### config.mk
export PLATFORM = sky130hd
export DESIGN_NAME = weight_ram_sequencer
export DESIGN_NICKNAME = d
export VERILOG_FILES = /design/src/rtl/weight_ram_sequencer.sv
export SDC_FILE = /design/constraint.sdc
export NUM_CORES = 1
export LEC_CHECK = 0
export CAP_MARGIN = 20
export CORE_UTILIZATION = 51
export DETAILED_ROUTE_END_ITERATION = 16
export PLACE_DENSITY = 0.81
export SETUP_SLACK_MARGIN = 0.4
export SLEW_MARGIN = 40
export SYNTH_ARGS = -nofsm -noshare
export SYNTH_HDL_FRONTEND = slang
export SYNTH_SLANG_ARGS = --single-unit
### constraint.sdc
create_clock -name i_clock -period 2.4 [get_ports i_clock]
set_clock_uncertainty 0.2 [all_clocks]
set_input_delay 0.48 -clock i_clock [delete_from_list [all_inputs] [get_ports i_clock]]
set_output_delay 0.48 -clock i_clock [all_outputs]
set_load 0.02 [all_outputs]
### src/rtl/weight_ram_sequencer.sv
// Weight RAM row sequencer: issues one linear read sweep and tags the returning rows.
// Optional consumer back-pressure port i_stall is enabled with `define WRAM_SEQ_STALL_EN.
module weight_ram_sequencer #(
  parameter int NROWS      = 16,
  parameter int ADDR_WIDTH = 4
) (
  input  logic                  i_clock,
  input  logic                  i_reset,
  input  logic                  i_start,
  input  logic [ADDR_WIDTH:0]   i_n_rows,
`ifdef WRAM_SEQ_STALL_EN
  input  logic                  i_stall,
`endif
  output logic [ADDR_WIDTH-1:0] o_address,
  output logic                  o_rd_en,
  output logic                  o_row_valid,
  output logic [ADDR_WIDTH-1:0] o_row_index,
  output logic                  o_row_last,
  output logic                  o_busy,
  output logic                  o_done
);

  typedef enum logic [1:0] {
    S_IDLE  = 2'd0,
    S_RUN   = 2'd1,
    S_DRAIN = 2'd2,
    S_DONE  = 2'd3
  } state_t;

  localparam logic [ADDR_WIDTH:0] LP_NROWS = (ADDR_WIDTH+1)'(NROWS);

  state_t                r_state;
  state_t                w_state_nxt;
  logic [ADDR_WIDTH:0]   r_n_eff;
  logic [ADDR_WIDTH:0]   w_n_eff_nxt;
  logic [ADDR_WIDTH:0]   r_issued;
  logic [ADDR_WIDTH:0]   w_issued_nxt;
  logic [ADDR_WIDTH-1:0] r_address;
  logic [ADDR_WIDTH-1:0] w_address_nxt;
  logic                  r_rd_en;
  logic                  w_rd_en_nxt;
  logic                  r_busy;
  logic                  w_busy_nxt;
  logic                  r_done;
  logic                  w_done_nxt;
  logic                  r_row_valid;
  logic [ADDR_WIDTH-1:0] r_row_index;
  logic                  r_row_last;
  logic [ADDR_WIDTH:0]   w_n_clamp;
  logic                  w_stall;

`ifdef WRAM_SEQ_STALL_EN
  assign w_stall = i_stall;
`else
  assign w_stall = 1'b0;
`endif

  assign w_n_clamp = (i_n_rows > LP_NROWS) ? LP_NROWS : i_n_rows;

  // Next-state and next-output decode; every output is registered below.
  always_comb begin
    w_state_nxt   = r_state;
    w_n_eff_nxt   = r_n_eff;
    w_issued_nxt  = r_issued;
    w_address_nxt = r_address;
    w_rd_en_nxt   = 1'b0;
    w_busy_nxt    = r_busy;
    w_done_nxt    = 1'b0;
    case (r_state)
      S_IDLE: begin
        if (i_start) begin
          w_n_eff_nxt = w_n_clamp;
          w_busy_nxt  = 1'b1;
          if (w_n_clamp == {(ADDR_WIDTH+1){1'b0}}) begin
            w_state_nxt = S_DONE;
            w_done_nxt  = 1'b1;
          end else begin
            w_state_nxt   = S_RUN;
            w_address_nxt = {ADDR_WIDTH{1'b0}};
            w_rd_en_nxt   = 1'b1;
            w_issued_nxt  = (ADDR_WIDTH+1)'(1'b1);
          end
        end else begin
          w_busy_nxt = 1'b0;
        end
      end
      S_RUN: begin
        // Once every row is issued the stall input no longer matters.
        if (r_issued == r_n_eff) begin
          w_state_nxt = S_DRAIN;
        end else if (w_stall) begin
          w_rd_en_nxt = 1'b0;
        end else begin
          w_address_nxt = r_address + ADDR_WIDTH'(1'b1);
          w_rd_en_nxt   = 1'b1;
          w_issued_nxt  = r_issued + (ADDR_WIDTH+1)'(1'b1);
        end
      end
      S_DRAIN: begin
        w_state_nxt = S_DONE;
        w_done_nxt  = 1'b1;
      end
      S_DONE: begin
        w_state_nxt = S_IDLE;
        w_busy_nxt  = 1'b0;
      end
      default: begin
        w_state_nxt = S_IDLE;
        w_busy_nxt  = 1'b0;
      end
    endcase
  end

  // State and output registers; row tags follow the one-cycle RAM read latency.
  always_ff @(posedge i_clock) begin
    if (i_reset) begin
      r_state     <= S_IDLE;
      r_n_eff     <= {(ADDR_WIDTH+1){1'b0}};
      r_issued    <= {(ADDR_WIDTH+1){1'b0}};
      r_address   <= {ADDR_WIDTH{1'b0}};
      r_rd_en     <= 1'b0;
      r_busy      <= 1'b0;
      r_done      <= 1'b0;
      r_row_valid <= 1'b0;
      r_row_index <= {ADDR_WIDTH{1'b0}};
      r_row_last  <= 1'b0;
    end else begin
      r_state     <= w_state_nxt;
      r_n_eff     <= w_n_eff_nxt;
      r_issued    <= w_issued_nxt;
      r_address   <= w_address_nxt;
      r_rd_en     <= w_rd_en_nxt;
      r_busy      <= w_busy_nxt;
      r_done      <= w_done_nxt;
      r_row_valid <= r_rd_en;
      r_row_index <= r_address;
      r_row_last  <= r_rd_en && (r_issued == r_n_eff);
    end
  end

  assign o_address   = r_address;
  assign o_rd_en     = r_rd_en;
  assign o_row_valid = r_row_valid;
  assign o_row_index = r_row_index;
  assign o_row_last  = r_row_last;
  assign o_busy      = r_busy;
  assign o_done      = r_done;

endmodule

**Run 1: a small window of the routed layout**

The bar under the picture is 10 um long. Window x 0 to 25, y 0 to 25 um. Cells in grey, sequential cells in the stronger grey; small squares are vias.
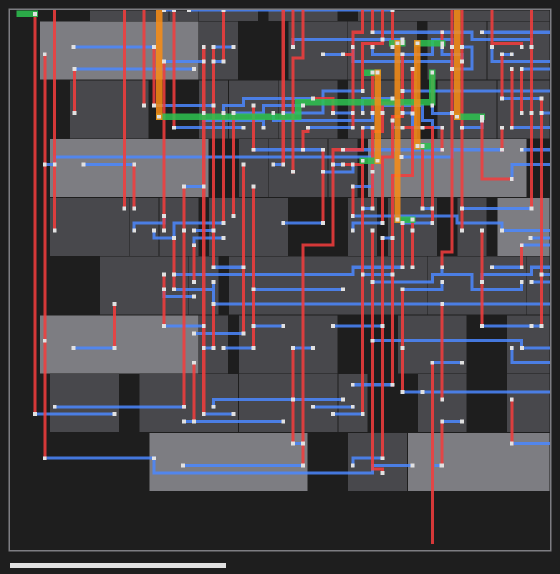
[green] met3
[orange] met4
[red] met2
[blue] met1
netlist names of flops here include: r_state (2)
cells with their middle in the window: 43
sequential cells in the window: 6
most frequent: nor2_1 (6), dfxtp_1 (6), buf_4 (4)

**Run 1: I/O nets highlighted**

The bar under the picture is 20 um long.
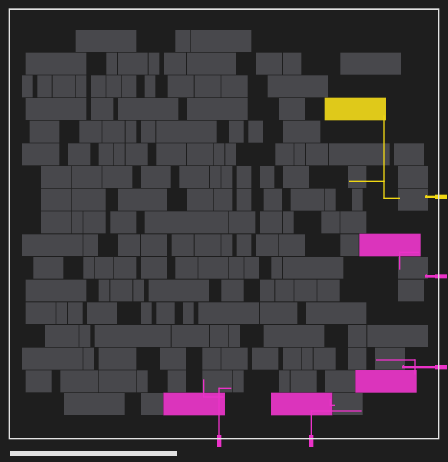
[magenta] o_row_index | direction: output | edge: 2 right, 2 bottom | end cells: 4 | buffers: 4 | wire: 37.4 um
[yellow] o_rd_en | direction: output | edge: right | end cells: 1 | buffers: 1 | wire: 17.2 um
buffers added on ports: 20
IO Pins: 21

==> results.yml, run 1 <==
# yosys + openroad results
clock_network:
  cts_setup_buffers: 0
  clock-root-buffer: "clkbuf_4"
  cts_inserted_buffers: 3
  clkSlewWorstSetupHoldPaths_ns: 0.13
  cts_tree: "done"
finish:
  n_antenna_cell: 0
  postLayoutCoreUtil_pct: 71.42
critical_path:
  critPathRequiredTime_ns: 2.42
  reg2regPathDepth: 7
  worst-path-stages: 6
  path_delay_family: "simple AND/OR/NAND/NOR gates"
  crit_path_max_incr_delay_ns: 0.43
  crit_buf_inv: 1
synthesis:
  yosysUniqueCellTypes: 38
  syn_inst: 139
  topCellsByArea: "dfxtp_1 (40%), ha_1 (6.1%), nor2_1 (4.8%)"
  yosysSeqAreaShare_pct: 40.36
  syn_nets: 153
  ff_type: "dfxtp_1"
drt:
  drc: 0
  drtIter0Drc: 20
  met2WireLength_um: 1333
  wl_um: 2751
  drt-pass1-iter-count: 5
  num_vias: 1117
  viasPerCell: 5.699
timing:
  setup_viol: 0
  worstMarginPinSlew_ns: 0.3775
  setup_slack_ns: 0.3942
placement:
  dp_hpwl_um: 1989
status:
  status: "complete, no violations"
worst_hold_path:
  worstHoldStart: "r_n_eff[4]"
pwr:
  total_power_mw: 1.372
  vdd_drop_max_mv: 0.5862
global_route:
  globalRouteMet1Util_pct: 26.50
  top_usage_layer: "met2"
flow_run:
  cap_viol_max_count: 0
floorplan:
  die_h_um: 51.31
**Run 1: logic cells by family**

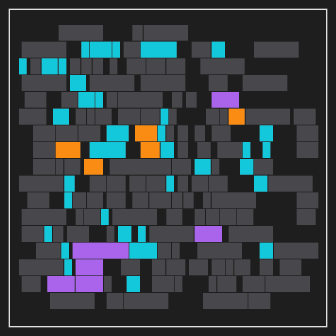
[cyan] NOR gates | cells: 35 | where: spread over the die
[orange] AND and OR gates | cells: 5
[purple] adder and majority cells | cells: 6
Final Non-Filler Cells: 196
fraction of area in multi-input gates: 46.78%

run 1: power breakdown:
group / internal [mW] / switching [mW] / total (mW)
clock network: 0.0625 / 0.128 / 0.191
registers: 0.469 / 0.0462 / 0.516
logic: 0.292 / 0.373 / 0.666
total: 0.824 / 0.548 / 1.37
run 1: final cells by class:
| class | instances | area share (%) |
|---|---|---|
| Clock buffer | 3 | 1.399 |
| Tap cell | 28 | 2.176 |
| Inverter | 6 | 1.399 |
| Timing Repair Buffer | 30 | 16.86 |
| Multi-Input combinational cell | 103 | 46.78 |
| Sequential cell | 25 | 31.08 |
| Clock inverter | 1 | 0.3108 |
run 1: cell families (layout without fill, tap and decap cells):
| group | after synthesis | count (layout) | synth area share [%] |
|---|---|---|---|
| simple gates | 61 | 61 | 27.85 |
| compound gates | 29 | 29 | 16.95 |
| flops | 25 | 25 | 40.36 |
| buf+inv | 11 | 40 | 3.532 |
| fa+ha+maj | 6 | 6 | 6.054 |
| xor+xnor | 5 | 5 | 3.532 |
| mux | 2 | 2 | 1.715 |
run 1: sequential cells by signal, summed over array words and instances, names as in the netlist:
name,cells
o_busy,1
o_row_index,4
r_state,2
o_address,4
o_done,1
o_row_valid,1
o_row_last,1
o_rd_en,1
r_n_eff,5
r_issued,5
run 1: cell usage after synthesis (all sizes together) (2+ instances only):
| cell | instances |
|---|---|
| a211o | 2 |
| a21o | 2 |
| a21oi | 10 |
| a22o | 2 |
| a31oi | 4 |
| and3b | 2 |
| buf | 2 |
| clkbuf | 3 |
| dfxtp | 25 |
| ha | 6 |
| inv | 6 |
| nand2 | 10 |
| nand2b | 4 |
| nand3 | 6 |
| nor2 | 17 |
| nor2b | 7 |
| nor3 | 5 |
| nor3b | 6 |
| o32ai | 3 |
| xor2 | 5 |
**Run 1: track usage over the die**

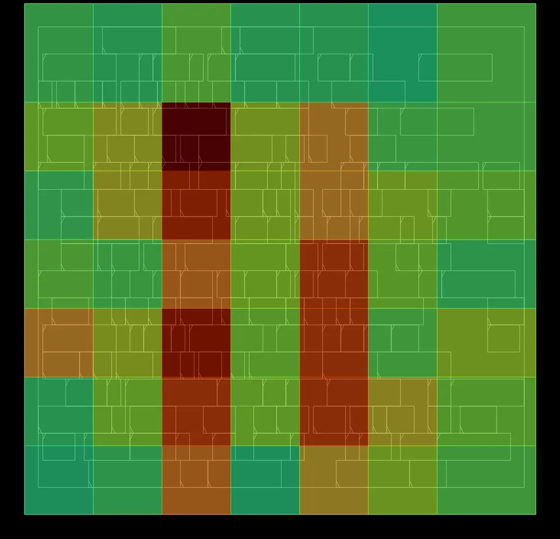

==> run 2, diff against run 1 <==
==> constraint.sdc (replaced) <==
create_clock -name i_clock -period 2.1 [get_ports i_clock]
set_clock_uncertainty 0.2 [all_clocks]
set_input_delay 0.42 -clock i_clock [delete_from_list [all_inputs] [get_ports i_clock]]
set_output_delay 0.42 -clock i_clock [all_outputs]
set_load 0.02 [all_outputs]
**Run 2: track usage over the die**

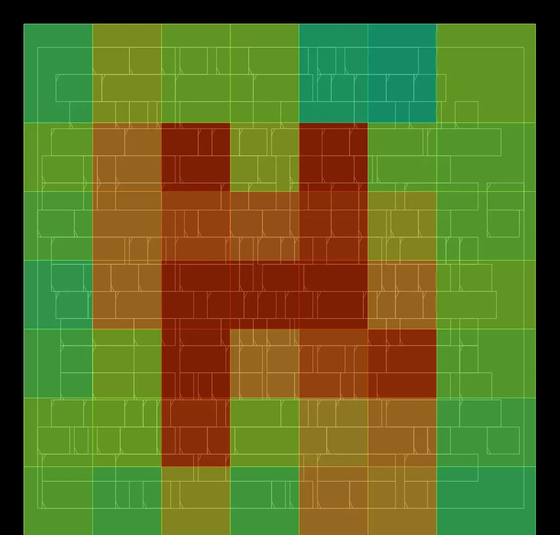
GR Util met3: 5.060%
GR Util All Layers: 29.98%
final core utilization: 82.19%
most used routing layer in global routing: met2
GR Util met1: 34.68%

**Run 2: logic cells by family**

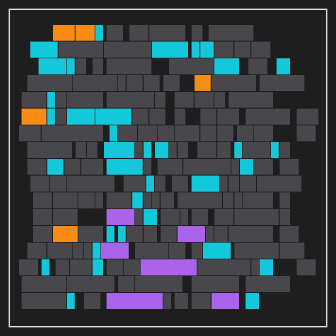
[cyan] NOR gates | cells: 35 | where: spread over the die
[purple] adder and majority cells | cells: 6 | where: bottom middle
[orange] AND and OR gates | cells: 5
fraction of area in multi-input gates: 46.66%
Final Non-Filler Cells: 213
Commonest Layout Cell: buf_4

==> run 2 against run 1 <==
Worst hold slack better by 0.0030 ns. Combinational power rose by 59%. Clock power rose by 12%. Global-route usage grew 7.3 points. Design area up 15%. Sequential share of layout area is 3.5 points lower. Critical path type is now flip-flop to flip-flop. Largest cell class unchanged.
==> results.yml, run 2 <==
# yosys + openroad results
floorplan:
  initial_core_util_pct: 54.99
  ioPinCount: 21
  die_h_um: 51.31
finish:
  seq_area_sq_um: 510.5
  n_antenna_cell: 0
  top_regs: "r_issued: 5 flops, r_n_eff: 5 flops"
  layout_top_cells: "buf_4 (21), dfxtp_1 (19), nor2_1 (15)"
global_route:
  grtUsageMet2_pct: 52.85
pwr:
  p_int_mw: 1.119
  clkPwrFrac_pct: 11.5
  p_switching_mw: 0.7421
  swShare_pct: 39.87
  pwr-share-comb_pct: 56.8
  power-top-group: "combinational logic"
  vdd_drop_max_mv: 0.7741
  pg_seq_mw: 0.591
  power_frac_seq_pct: 31.7
drt:
  drt-pass1-iter-count: 4
  drtIter0Drc: 51
  viasPerCell: 6.080
  num_vias: 1295
  wl_um: 3597
timing:
  setup_viol: 0
  fin_crit_sh_pct: 95.07
  setup_slack_ns: 0.1036
  worstMarginPinSlew_ns: 0.3409
synthesis:
  synthTopCellsByCount: "dfxtp_1 (25), nor2_1 (16), a21oi_1 (10)"
  yosysUniqueCellTypes: 38
  topCellsByArea: "dfxtp_1 (40%), ha_1 (6.1%), nor2_1 (4.8%)"
  top_area_share_pct: 40.36
  ff_type: "dfxtp_1"
  syn_inst: 139
  top_cell: "dfxtp_1"
  yosysSeqAreaShare_pct: 40.36
clock_network:
  clkSlewWorstSetupHoldPaths_ns: 0.14
  clock-root-buffer: "clkbuf_4"
  cts_tree: "done"
  cts_inserted_buffers: 3
critical_path:
  crit_path_max_incr_delay_ns: 0.37
  reg2regPathDepth: 8
  critPathRequiredTime_ns: 2.11
  path_delay_family: "simple AND/OR/NAND/NOR gates"
  worst-path-stages: 8
placement:
  dp_hpwl_um: 2082
  portBuffers: 20
flow_run:
  cap_viol_max_count: 0
status:
  status: "complete, no violations"
[run 2: worst min-delay path by stage]
stage               start     endpoint  cells after the start
2_1_floorplan  r_n_eff[4]   r_n_eff[4]                      2
3_5_place_dp   r_n_eff[4]   r_n_eff[4]                      2
5_1_grt           o_rd_en  o_row_valid                      1
3_3_place_gp   r_n_eff[4]   r_n_eff[4]                      2
6_report          o_rd_en  o_row_valid                      1
4_1_cts           o_rd_en  o_row_valid                      1
[run 2: layout make-up]
| cell class | count | area share [%] |
|---|---|---|
| repair buffers | 47 | 21.27 |
| flip-flops and latches | 25 | 27.55 |
| clock buffers | 4 | 1.418 |
| well taps | 28 | 1.891 |
| multi-input cells | 103 | 46.66 |
| inverters | 6 | 1.215 |
[run 2: cell families (layout without fill, tap and decap cells)]
logic type	Yosys count	after routing	synth area share, %
AND-OR/OR-AND	29	29	16.95
XOR/XNOR	5	5	3.532
adder cells (fa/ha/maj)	6	6	6.054
buffers and inverters	11	57	3.532
flip-flops	25	25	40.36
multiplexers	2	2	1.715
AND/OR/NAND/NOR	61	61	27.85
[run 2: stage by stage]
step	cell area [sq um]	util (%)	power, mW	TNS [ns]
finish	1853	82.19	1.861	0
global route	1853	82.19	1.939	0
CTS	1837	81.47	1.803	0
detailed placement	1568	69.53	1.315	-1.280
global placement	1568	69.53	1.290	-0.6633
floorplan	1256	-	1.089	0
[run 2: routing by layer]
| layer | vias to the layer above | wire (um) |
|---|---|---|
| met3 | 15 | 299 |
| met5 | - | 0 |
| met1 | 619 | 1369 |
| met4 | 0 | 107 |
| li1 | 584 | - |
| met2 | 77 | 1821 |
[run 2: repair_timing]
| action | in CTS | in global routing |
|---|---|---|
| gates resized | 54 | 11 |
| cloned | 0 | 0 |
| setup buffers | 14 | 0 |
| pin swaps | 22 | 2 |
| setup endpoints to repair | 26 | 19 |
**Run 2: a small window of the routed layout**

The bar under the picture is 10 um long. Window x 0 to 25, y 0 to 25 um. Cells in grey, sequential cells in the stronger grey; small squares are vias.
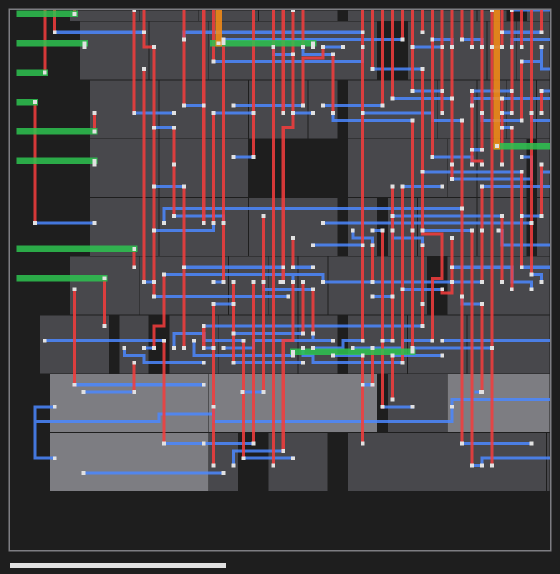

==> run 3, diff against run 2 <==
--- a/config.mk
+++ b/config.mk
@@ -5,9 +5,11 @@
 export SDC_FILE = /design/constraint.sdc
 export NUM_CORES = 1
 export LEC_CHECK = 0
+export ABC_AREA = 0
 export CAP_MARGIN = 20
 export CORE_UTILIZATION = 51
 export DETAILED_ROUTE_END_ITERATION = 16
+export MAX_ROUTING_LAYER = met4
 export PLACE_DENSITY = 0.81
 export SETUP_SLACK_MARGIN = 0.4
 export SLEW_MARGIN = 40
**Run 3: a small window of the routed layout**

The bar under the picture is 10 um long. Window x 0 to 25, y 0 to 25 um. Cells in grey, sequential cells in the stronger grey; small squares are vias.
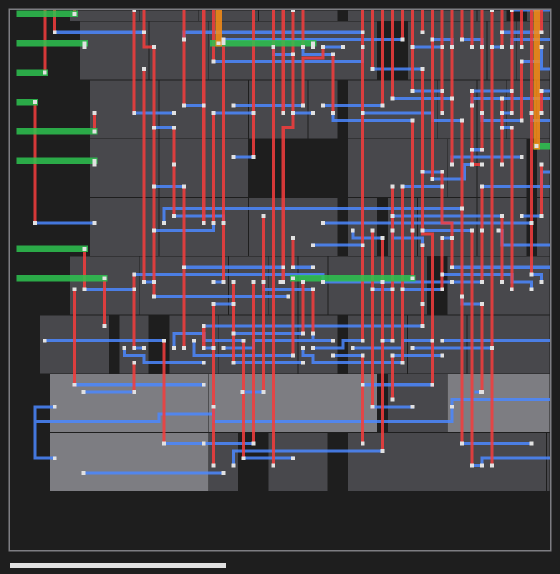
[blue] met1
[orange] met4
[red] met2
[green] met3
sequential cells in the window: 4
most frequent: buf_4 (7), nor2_1 (6), dlygate4sd2_1 (6)
netlist names of flops here include: r_state (2)
cells with their middle in the window: 48

**Run 3: I/O nets highlighted**

The bar under the picture is 20 um long.
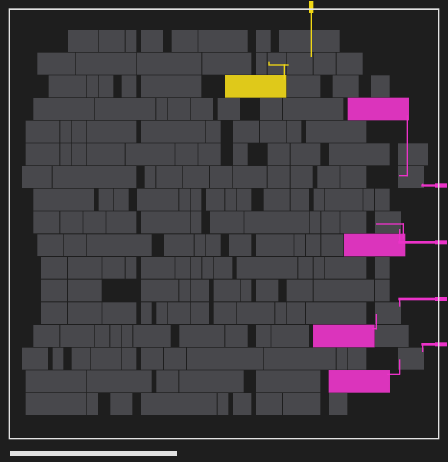
[yellow] o_rd_en | direction: output | edge: top | end cells: 1 | buffers: 1 | wire: 9.70 um
[magenta] o_row_index | direction: output | edge: right | end cells: 4 | buffers: 4 | wire: 33.6 um

==> run 3 against run 2 <==
Clock-buffer cell count unchanged. Clock power is essentially flat. Combinational power barely moved. Sequential power barely moved. Register-to-register slack is essentially flat. Via count about the same. Worst hold slack about the same. Flip-flop count unchanged. Routed wire length is 0.22% higher. Sequential share of layout area unchanged. Core utilization is the same. Die size is the same.
==> results.yml, run 3 <==
# yosys + openroad results
finish:
  stdcell_count: 213
  postLayoutCoreUtil_pct: 82.19
flow_run:
  cap_viol_max_count: 0
timing:
  setup_viol: 0
  fin_crit_sh_pct: 95.18
  worstMarginPinSlew_ns: 0.3403
  tns_ns: 0
  setup_slack_ns: 0.1013
synthesis:
  syn_inst: 139
  top_cell: "dfxtp_1"
drt:
  drtIter0Drc: 51
  drt-pass1-iter-count: 4
floorplan:
  ioPinCount: 21
  die_h_um: 51.31
pwr:
  total_power_mw: 1.860
critical_path:
  critPathRequiredTime_ns: 2.11
placement:
  portBuffers: 20
  dp_hpwl_um: 2082
  place_area_sq_um: 1568
status:
  status: "complete, no violations"
clock_network:
  clkSlewWorstSetupHoldPaths_ns: 0.14
global_route:
  gr-usage-all-layers_pct: 30.85
[run 3: cell counts in the layout (fill, tap and decap cells not counted)]
Identical to the previous run, type by type.
[run 3: cells by family after synthesis]
family	Yosys count	synth area share, %
AND/OR/NAND/NOR	61	27.85
buffers and inverters	11	3.532
multiplexers	2	1.715
AND-OR/OR-AND	29	16.95
flip-flops	25	40.36
adder cells (fa/ha/maj)	6	6.054
XOR/XNOR	5	3.532
[run 3: report_power, final]
part	switching [mW]	leakage (nW)	internal (mW)	total, mW
Sequential	0.0511	0.206	0.540	0.591
Clock	0.140	0.0150	0.0744	0.214
Combinational	0.551	0.629	0.505	1.06
[run 3: timing repair]
item	CTS	global route
pin swaps	22	2
setup buffers	14	0
resized	54	11
endpoints found under the setup margin	26	19
[run 3: layout make-up]
class | count | area, sq um
Multi-Input combinational cell | 103 | 864.6
Tap cell | 28 | 35.03
Fill cell | 133 | 401.6
Inverter | 6 | 22.52
Sequential cell | 25 | 510.5
Clock buffer | 4 | 26.28
Timing Repair Buffer | 47 | 394.1
[run 3: final timing paths]
path                   start  cells after the start          end  slack (ns)
setup / recovery  r_state[1]                      8  r_issued[1]        0.10
hold / removal       o_rd_en                      1  o_row_valid        0.29
setup reg to reg  r_state[1]                      8  r_issued[1]        0.10
hold reg to reg      o_rd_en                      1  o_row_valid        0.29
[run 3: routing by layer]
metal,share of wire [%],GRT usage [%]
met3,7.8,5.060
met5,0,-
met2,51,52.63
met4,3.3,14.86
met1,38,35.05
[run 3: worst max-delay path, cell delays in order (launching register included)]
cell,delay (ns)
dfxtp_2,0.37
inv_2,0.06
ha_4,0.16
or3b_4,0.24
o2bb2ai_4,0.06
buf_4,0.14
buf_6,0.10
nand3b_1,0.26
o32ai_1,0.30

## Gallery

Register map, names as in the netlist.
The bar under the picture is 20 um long. Other sequential cells in the stronger grey, the rest of the logic in the fainter grey.
picture 1
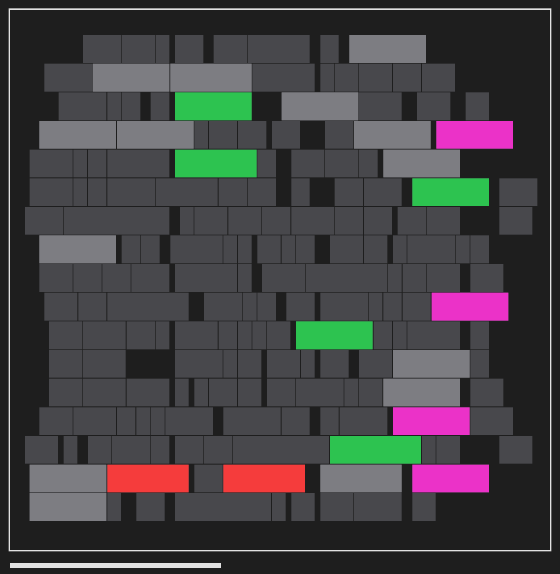
picture 2
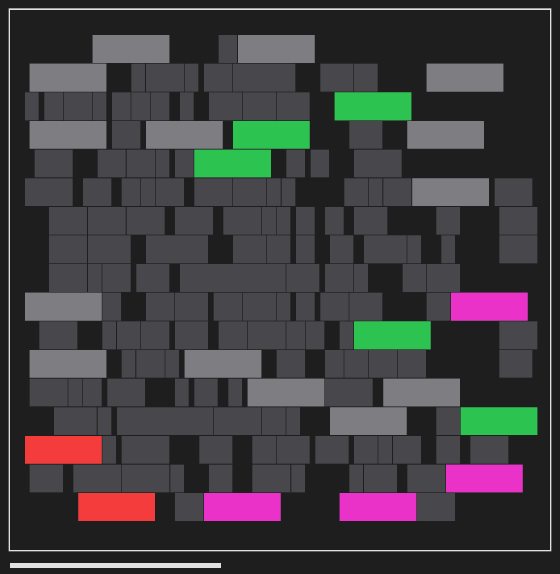
- picture 2 = run 1
- picture 1 = run 3

Key to picture 1:
[green] r_issued | placed flops: 5
[red] r_state | placed flops: 2
[magenta] o_row_index | placed flops: 4
not coloured: 14

Power is estimated from default activity; no workload was simulated.
